$ cat config.mk
export PLATFORM = sky130hd
export DESIGN_NAME = fetch_stage
export DESIGN_NICKNAME = d
export VERILOG_FILES = /design/src/rtl/fetch_pkg.sv /design/src/rtl/if_id_reg.sv /design/src/rtl/fetch_stage.sv
export SDC_FILE = /design/constraint.sdc
export NUM_CORES = 1
export LEC_CHECK = 0
export CORE_ASPECT_RATIO = 1.5
export CORE_UTILIZATION = 25
export CTS_BUF_LIST = sky130_fd_sc_hd__clkbuf_4 sky130_fd_sc_hd__clkbuf_8 sky130_fd_sc_hd__clkbuf_16
export DETAILED_ROUTE_END_ITERATION = 12
export HOLD_SLACK_MARGIN = 0.1
export SYNTH_ARGS = -nofsm -noshare
export SYNTH_HDL_FRONTEND = slang
export SYNTH_HIERARCHICAL = 1
export SYNTH_SLANG_ARGS = --single-unit
$ cat constraint.sdc
create_clock -name clk -period 2.8 [get_ports clk]
set_input_delay 0.84 -clock clk [delete_from_list [all_inputs] [get_ports clk]]
set_output_delay 0.84 -clock clk [all_outputs]
set_load 0.03 [all_outputs]
$ cat src/rtl/fetch_pkg.sv
// Shared definitions for the RV32I instruction-fetch stage.
// Holds the fetch FSM state type, the reset vector, the bubble instruction
// and the default ROM window size.
package fetch_pkg;

  localparam int unsigned A_WIDTH_C   = 32;
  localparam int unsigned I_WIDTH_C   = 32;
  localparam int unsigned ROM_BYTES_C = 4096;

  localparam logic [31:0] RESET_VECTOR_C = 32'hBFC0_0000;
  // addi x0,x0,0
  localparam logic [31:0] NOP_INSTR_C    = 32'h0000_0013;

  typedef enum logic [1:0] {
    BOOT  = 2'd0,
    RUN   = 2'd1,
    FAULT = 2'd2
  } fetch_state_t;

endpackage

$ cat src/rtl/if_id_reg.sv
// IF/ID pipeline register.
// Ports:
//   clk, rst        clock, synchronous active-high reset
//   flush_i         load a bubble (wins over stall_i)
//   stall_i         hold current contents
//   instr_i/pc_i/pc_plus4_i  fetched word and its PCs, captured on a load
//   instr_o/pc_o/pc_plus4_o/valid_o  registered IF/ID contents
// A bubble replaces the instruction with NOP and clears valid, but keeps the
// PC fields so downstream debug/trace still sees the last real PC.
module if_id_reg
  import fetch_pkg::*;
#(
  parameter int unsigned        A_WIDTH   = A_WIDTH_C,
  parameter int unsigned        I_WIDTH   = I_WIDTH_C,
  parameter logic [I_WIDTH-1:0] NOP_INSTR = I_WIDTH'(NOP_INSTR_C)
) (
  input  logic               clk,
  input  logic               rst,
  input  logic               flush_i,
  input  logic               stall_i,
  input  logic [I_WIDTH-1:0] instr_i,
  input  logic [A_WIDTH-1:0] pc_i,
  input  logic [A_WIDTH-1:0] pc_plus4_i,
  output logic [I_WIDTH-1:0] instr_o,
  output logic [A_WIDTH-1:0] pc_o,
  output logic [A_WIDTH-1:0] pc_plus4_o,
  output logic               valid_o
);

  logic [I_WIDTH-1:0] instr_q, instr_d;
  logic [A_WIDTH-1:0] pc_q, pc_d;
  logic [A_WIDTH-1:0] pc_plus4_q, pc_plus4_d;
  logic               valid_q, valid_d;

  // Next-state: flush > stall > load
  always_comb begin
    instr_d    = instr_q;
    pc_d       = pc_q;
    pc_plus4_d = pc_plus4_q;
    valid_d    = valid_q;
    if (flush_i) begin
      instr_d = NOP_INSTR;
      valid_d = 1'b0;
    end else if (!stall_i) begin
      instr_d    = instr_i;
      pc_d       = pc_i;
      pc_plus4_d = pc_plus4_i;
      valid_d    = 1'b1;
    end
  end

  always_ff @(posedge clk) begin
    if (rst) begin
      instr_q    <= NOP_INSTR;
      pc_q       <= '0;
      pc_plus4_q <= '0;
      valid_q    <= 1'b0;
    end else begin
      instr_q    <= instr_d;
      pc_q       <= pc_d;
      pc_plus4_q <= pc_plus4_d;
      valid_q    <= valid_d;
    end
  end

  assign instr_o    = instr_q;
  assign pc_o       = pc_q;
  assign pc_plus4_o = pc_plus4_q;
  assign valid_o    = valid_q;

endmodule

$ cat src/rtl/fetch_stage.sv
// Instruction-fetch stage of the pipelined RV32I core.
// Owns the PC, drives the combinational instruction ROM address and fills
// the IF/ID register. Fetches outside the ROM window park the stage in FAULT
// until execute redirects it.
// Ports:
//   clk, rst                   clock, synchronous active-high reset
//   imem_addr / imem_rd        ROM address (= PC) and same-cycle read data
//   stall_f, stall_d, flush_d  hazard-unit controls
//   redirect_e, redirect_pc_e  taken branch/jump from execute
//   instr_d, pc_d, pc_plus4_d, valid_d  IF/ID contents
//   misalign_d                 one-cycle pulse after a misaligned redirect
//   fault                      stage is in FAULT
// Optional: define FETCH_PERF_EN to add perf_fetched/perf_stalled/
// perf_flushed saturating event counters.
module fetch_stage
  import fetch_pkg::*;
#(
  parameter int unsigned        A_WIDTH      = A_WIDTH_C,
  parameter int unsigned        I_WIDTH      = I_WIDTH_C,
  parameter logic [A_WIDTH-1:0] RESET_VECTOR = A_WIDTH'(RESET_VECTOR_C),
  parameter int unsigned        ROM_BYTES    = ROM_BYTES_C,
  parameter logic [I_WIDTH-1:0] NOP_INSTR    = I_WIDTH'(NOP_INSTR_C)
) (
  input  logic               clk,
  input  logic               rst,
  output logic [A_WIDTH-1:0] imem_addr,
  input  logic [I_WIDTH-1:0] imem_rd,
  input  logic               stall_f,
  input  logic               stall_d,
  input  logic               flush_d,
  input  logic               redirect_e,
  input  logic [A_WIDTH-1:0] redirect_pc_e,
  output logic [I_WIDTH-1:0] instr_d,
  output logic [A_WIDTH-1:0] pc_d,
  output logic [A_WIDTH-1:0] pc_plus4_d,
  output logic               valid_d,
  output logic               misalign_d,
  output logic               fault
`ifdef FETCH_PERF_EN
  ,
  output logic [31:0]        perf_fetched,
  output logic [31:0]        perf_stalled,
  output logic [31:0]        perf_flushed
`endif
);

  // Address of the last word in the ROM window
  localparam logic [A_WIDTH-1:0] ROM_LAST = RESET_VECTOR + A_WIDTH'(ROM_BYTES - 32'd4);

  fetch_state_t       state_q, state_d;
  logic [A_WIDTH-1:0] pc_q, pc_nxt;
  logic [A_WIDTH-1:0] pc_plus4;
  logic               misalign_pulse_q, misalign_pulse_d;
  logic               in_range;
  logic               force_bubble;
  logic               if_id_flush;

  assign pc_plus4  = pc_q + A_WIDTH'(4);
  assign in_range  = (pc_q >= RESET_VECTOR) && (pc_q <= ROM_LAST);
  assign imem_addr = pc_q;

  // Next state / next PC; redirect is applied last so it beats every hold
  always_comb begin
    state_d      = state_q;
    pc_nxt       = pc_q;
    force_bubble = 1'b0;
    case (state_q)
      BOOT: begin
        force_bubble = 1'b1;
        state_d      = RUN;
      end
      RUN: begin
        if (!in_range) begin
          // Never capture data from outside the ROM window
          force_bubble = 1'b1;
          if (!redirect_e) state_d = FAULT;
        end else if (!stall_f) begin
          pc_nxt = pc_plus4;
        end
      end
      FAULT: begin
        force_bubble = 1'b1;
        if (redirect_e) state_d = RUN;
      end
      default: begin
        force_bubble = 1'b1;
        state_d      = BOOT;
      end
    endcase
    if (redirect_e) begin
      pc_nxt = {redirect_pc_e[A_WIDTH-1:2], 2'b00};
    end
    misalign_pulse_d = redirect_e && (redirect_pc_e[1:0] != 2'b00);
  end

  always_ff @(posedge clk) begin
    if (rst) begin
      state_q          <= BOOT;
      pc_q             <= RESET_VECTOR;
      misalign_pulse_q <= 1'b0;
    end else begin
      state_q          <= state_d;
      pc_q             <= pc_nxt;
      misalign_pulse_q <= misalign_pulse_d;
    end
  end

  assign if_id_flush = flush_d || force_bubble;

  if_id_reg #(
    .A_WIDTH   (A_WIDTH),
    .I_WIDTH   (I_WIDTH),
    .NOP_INSTR (NOP_INSTR)
  ) u_if_id (
    .clk        (clk),
    .rst        (rst),
    .flush_i    (if_id_flush),
    .stall_i    (stall_d),
    .instr_i    (imem_rd),
    .pc_i       (pc_q),
    .pc_plus4_i (pc_plus4),
    .instr_o    (instr_d),
    .pc_o       (pc_d),
    .pc_plus4_o (pc_plus4_d),
    .valid_o    (valid_d)
  );

  assign misalign_d = misalign_pulse_q;
  assign fault      = (state_q == FAULT);

`ifdef FETCH_PERF_EN
  localparam int unsigned PERF_W = 32;

  logic              load_fire;
  logic [PERF_W-1:0] fetched_q, stalled_q, flushed_q;

  assign load_fire = !if_id_flush && !stall_d;

  // Saturating event counters
  always_ff @(posedge clk) begin
    if (rst) begin
      fetched_q <= '0;
      stalled_q <= '0;
      flushed_q <= '0;
    end else begin
      if (load_fire && (fetched_q != '1)) fetched_q <= fetched_q + PERF_W'(1);
      if (stall_f && (stalled_q != '1))   stalled_q <= stalled_q + PERF_W'(1);
      if (flush_d && (flushed_q != '1))   flushed_q <= flushed_q + PERF_W'(1);
    end
  end

  assign perf_fetched = fetched_q;
  assign perf_stalled = stalled_q;
  assign perf_flushed = flushed_q;
`endif

endmodule

==> flow_metrics.env <==
# source this file to load flow results
export IMPL_rr_startpoint="imem_addr[13]$_SDFFE_PP0P_"
export IMPL_clk_pin_slew_ns=0.06
export IMPL_cp_start_kind="flop"
export IMPL_ctsHoldBuffers=0
export IMPL_timing_setup_tns_ns=0
export IMPL_post_drt_via_cell_ratio=4.69
export IMPL_synth_area_um2=6000
export IMPL_portBuffers=198
export IMPL_hpwlAfterDp_um=15100
export IMPL_fin_cells=1204
export IMPL_worst_endpoint_required_ns=3.14
export IMPL_ff2ff_path_depth=6
export IMPL_ys_seq_elements=130
export IMPL_insertion_delay_ns=0.42
export IMPL_final_max_slew_viol_count=0
export IMPL_fp_dieArea_um2=24600
export IMPL_arrival_ns=3.03
export IMPL_edf_count=0
export IMPL_drv_cap=0
export IMPL_ff2ff_setup_slack_ns=0.11
export IMPL_synth_distinct_cells=55
export IMPL_path_buffers=1
export IMPL_antenna_found_initial=0
export IMPL_drc=0
export IMPL_cp_cell_sequence="or4b_4 -> or2_4 -> or4_4 -> buf_12 -> or3b_1 -> a21oi_1"
export IMPL_cts_repair_resized=0
export IMPL_lay_top_count="clkdlybuf4s50_1"
export IMPL_ys_async_sr_fraction=0
export IMPL_fin_area_um2=9150
export IMPL_switching_share=0.235
export IMPL_netSwitchingPower_w=0.00117
export IMPL_max_slew_worst_pin_slew_ns=0.754
export IMPL_endpoint_kind="flop"
export IMPL_worst_path_max_fanout=41
export IMPL_relSlewSlack=0.497
export IMPL_num_fill_cells=2454
export IMPL_ys_seq_frac=0.434
export IMPL_yosys_cells=658
export IMPL_drive_gt1_frac=0.122
export IMPL_placed_area_um2=8500
export IMPL_fin_nets=944
export IMPL_rsz0062_at_grt="false"
export IMPL_clkPwrFrac=0.495
export IMPL_status="finished, final reports clean"
export IMPL_slowest_delay_ns=0.68
export IMPL_p_leak_nw=3.32
export IMPL_grt_pass1_vias=5211
export IMPL_grt_overflow=0
export IMPL_grt_max_degree=92
export IMPL_core_area_um2=23700
export IMPL_internal_power_w=0.00381
export IMPL_n_antenna_cell=0
export IMPL_rr_endpoint="u_if_id/pc_plus4_o[17]$_SDFFE_PP0P_"
export IMPL_worst_path_max_delay_cell="or4_4"
export IMPL_chipWidth_um=129
export IMPL_warnings=28
export IMPL_floorplan_core_util=0.254
export IMPL_rows=69
export IMPL_min_from="u_if_id/valid_o$_SDFFE_PP0N_"
export IMPL_peakVddDrop_uv=431
export IMPL_hold_violations=0
export IMPL_power_density_nw_per_um2=544
export IMPL_drtIter0Drc=340
export IMPL_groute_usage_overall=0.166
export IMPL_p_seq_frac=0.384
export IMPL_setup_viol=0
export IMPL_clock_sinks=130
export IMPL_crit_family="simple AND/OR/NAND/NOR gates"
export IMPL_min_path_cells=2
export IMPL_dr_pass1_iters=5
export IMPL_whs_ns=0.453
export IMPL_syn_area_per_cell_um2=9.12
export IMPL_cts_buffers=17
export IMPL_ff_type="dfxtp_1"
export IMPL_worstHoldPathType="reg -> reg"
export IMPL_layout_top_cells="195 x clkdlybuf4s50_1, 129 x dfxtp_1, 67 x o21ai_0"
export IMPL_cts_root_buffer="clkbuf_16"
export IMPL_fmax_mhz=371
export IMPL_ant_nets=0
export IMPL_place_congestion=0.830
export IMPL_worst_setup_path_type="reg -> reg"
export IMPL_htree_levels=4
export IMPL_ys_warn_count=6
export IMPL_io_pins=201
export IMPL_hold_end="u_if_id/valid_o$_SDFFE_PP0N_"
export IMPL_clock_skew_ns=0.00793
export IMPL_dp_cells=1172
export IMPL_area_growth_pct=52.4
export IMPL_yosysChipArea_um2=6000
export IMPL_fin_crit_ns=2.69
export IMPL_cts_buffer_depth=2
export IMPL_fp_dieH_um=192
export IMPL_fin_crit_sh=0.962
export IMPL_post_cts_setup_buffer_count=0
export IMPL_synthCells=658
export IMPL_grt_pass1_wl_um=30700
export IMPL_combPwrFrac=0.121
export IMPL_cts_tree="built"
## per-layer routing
| metal | GRT usage | wire, um | vias up |
|---|---|---|---|
| met5 | 0 | 0 | - |
| met1 | 0.199 | 8310 | 2662 |
| met3 | 0.0304 | 896 | 31 |
| met4 | 0.0851 | 690 | 0 |
| met2 | 0.282 | 10400 | 152 |
| li1 | - | - | 2796 |
## worst register-to-register path, delay by kind of cell (launching register included)
kind | cells | cell delay (ns)
simple gates | 4 | 1.90
flops | 1 | 0.31
buf+inv | 1 | 0.25
compound gates | 1 | 0.15
## power groups by stage
stage | logic, W | registers, W | clock network (W)
finish | 0.000604 | 0.00191 | 0.00246
global route | 0.000641 | 0.00191 | 0.00260
CTS | 0.000606 | 0.00191 | 0.00252
detailed placement | 0.000603 | 0.00195 | 0
global placement | 0.000603 | 0.00195 | 0
floorplan | 0.000232 | 0.00203 | 0
## sequential cells by signal, summed over array words and instances (netlist names)
| name | cells |
|---|---|
| u_if_id/pc_plus4_o | 32 |
| u_if_id/valid_o | 1 |
| misalign_d | 1 |
| state_q | 2 |
| imem_addr | 30 |
| u_if_id/instr_o | 32 |
| u_if_id/pc_o | 32 |
## stage by stage
stage          worst slack (ns)  total power [W]  utilization
2_1_floorplan            0.0102          0.00227            -
3_3_place_gp            -0.0192          0.00255        0.359
3_5_place_dp            -0.0608          0.00255        0.359
4_1_cts                   0.117          0.00504        0.387
5_1_grt                  0.0163          0.00516        0.387
6_report                  0.106          0.00498        0.387
## cells in the mapped netlist (all sizes together) (11+ instances only)
cell type,count,area share
a21oi,66,0.055
clkbuf,40,0.030
buf,18,0.026
nor3,11,0.0092
or3b,64,0.093
dfxtp,130,0.43
o21ai,67,0.056
mux2i,45,0.075
nand4,11,0.011
nor2,51,0.032
xnor2,20,0.029
nand2,21,0.013
nand3,18,0.015
## logic make-up after synthesis
kind of cell             share of synthesized area
adder cells (fa/ha/maj)                    0.00584
multiplexers                                0.0750
other                                     0.000625
flip-flops                                   0.434
AND/OR/NAND/NOR                              0.235
buffers and inverters                       0.0607
AND-OR/OR-AND                                0.148
XOR/XNOR                                    0.0409
## worst max-delay path by stage
stage	to	from	slack (ns)	depth (start not counted)
final	u_if_id/pc_plus4_o[17]$_SDFFE_PP0P_	imem_addr[13]$_SDFFE_PP0P_	0.11	6
after global routing	u_if_id/pc_o[2]$_SDFFE_PP0P_	imem_addr[13]$_SDFFE_PP0P_	0.02	6
after CTS	u_if_id/pc_plus4_o[17]$_SDFFE_PP0P_	imem_addr[13]$_SDFFE_PP0P_	0.12	6
after detailed placement	u_if_id/pc_plus4_o[17]$_SDFFE_PP0P_	flush_d	-0.06	5
after global placement	u_if_id/pc_o[3]$_SDFFE_PP0P_	flush_d	-0.02	5
after floorplan	u_if_id/pc_plus4_o[10]$_SDFFE_PP0P_	imem_addr[13]$_SDFFE_PP0P_	0.01	7
## final cells by class
class	count	area, um2	area share
clock buffers	21	468	0.0512
inverters	7	26.3	0.00287
clock inverters	11	183	0.0200
multi-input cells	468	3060	0.334
flip-flops and latches	130	2600	0.285
repair buffers	248	2410	0.263
well taps	319	399	0.0436
==> images/m2.png <==
Scale bar: 50 um.
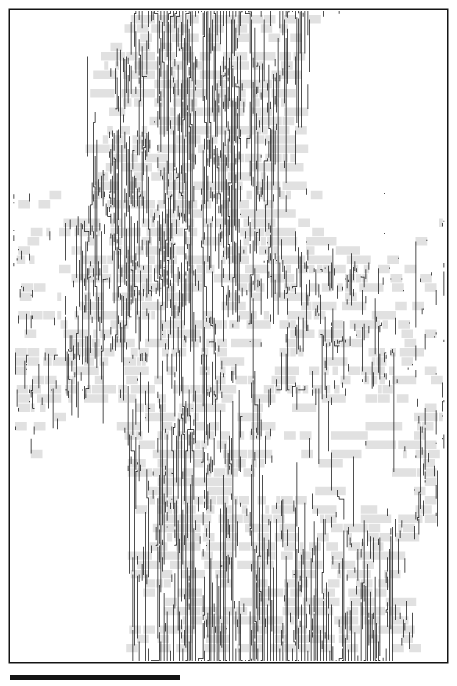
wire length on this layer: 10400 um
share of all routed wire: 51%
longest straight run: 82.3 um
met2 Resource Use GR: 0.282
DRT Wirelength: 20300 um
vias: 5641

==> images/m1.png <==
Scale bar: 50 um. Supply wires on this layer in grey.
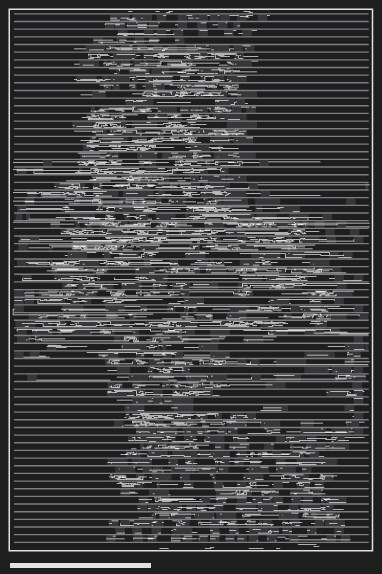
longest straight run: 40.9 um
share of all routed wire: 41%

==> images/congestion_map.png <==
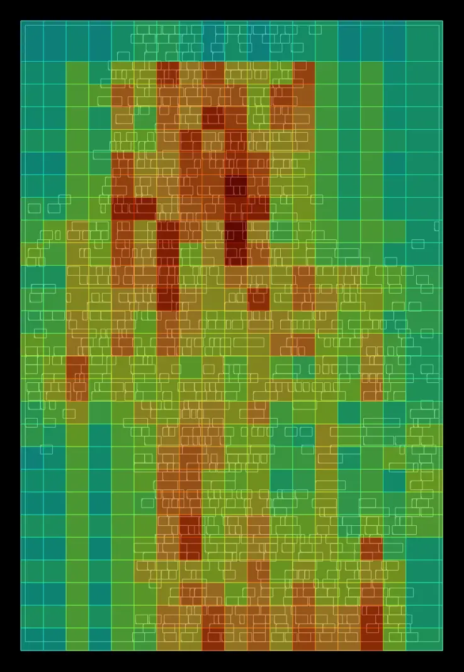
Util after Layout: 0.387
wire length per cell: 16.9 um

==> images/sizing.png <==
Scale bar: 50 um.
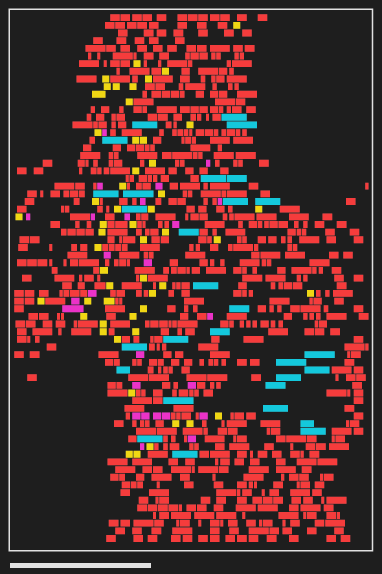
[cyan] x6 and larger | cells: 29 | most used: clkbuf_16
[magenta] x2 | cells: 26 | most used: or3b_2
[red] x1 and smaller | cells: 777 | most used: clkdlybuf4s50_1
[yellow] x3 and x4 | cells: 53 | most used: buf_4

==> images/closeup.png <==
Scale bar: 10 um. Region (44, 38) to (84, 78) um. Cells in grey, sequential cells in the stronger grey; small squares are vias.
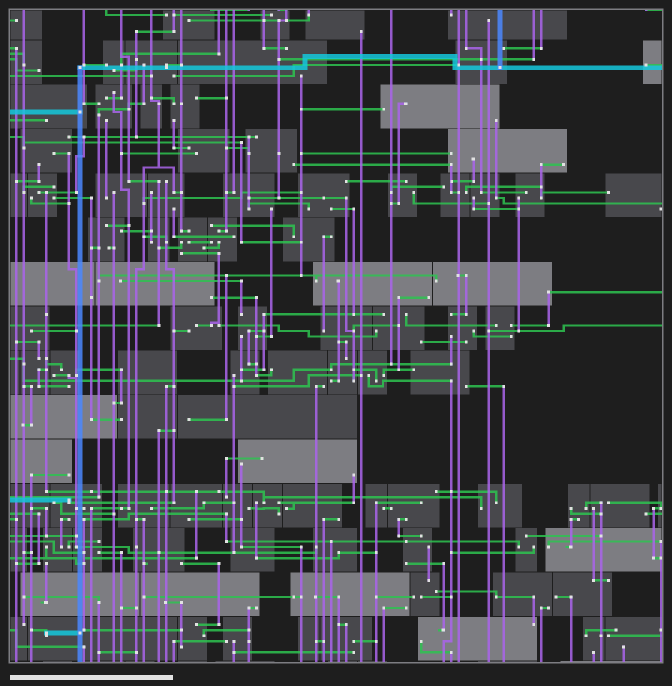
[cyan] M3
[purple] M2
[green] M1
[blue] M4
most frequent: dfxtp_1 (14), o21ai_0 (13), a21oi_1 (11)
sequential cells in the window: 14
cells with their middle in the window: 94
netlist names of flops here include: `u_if_id/pc_o` (7), `u_if_id/pc_plus4_o` (6)

No activity file was given, so power comes from the tool's default toggle rates.
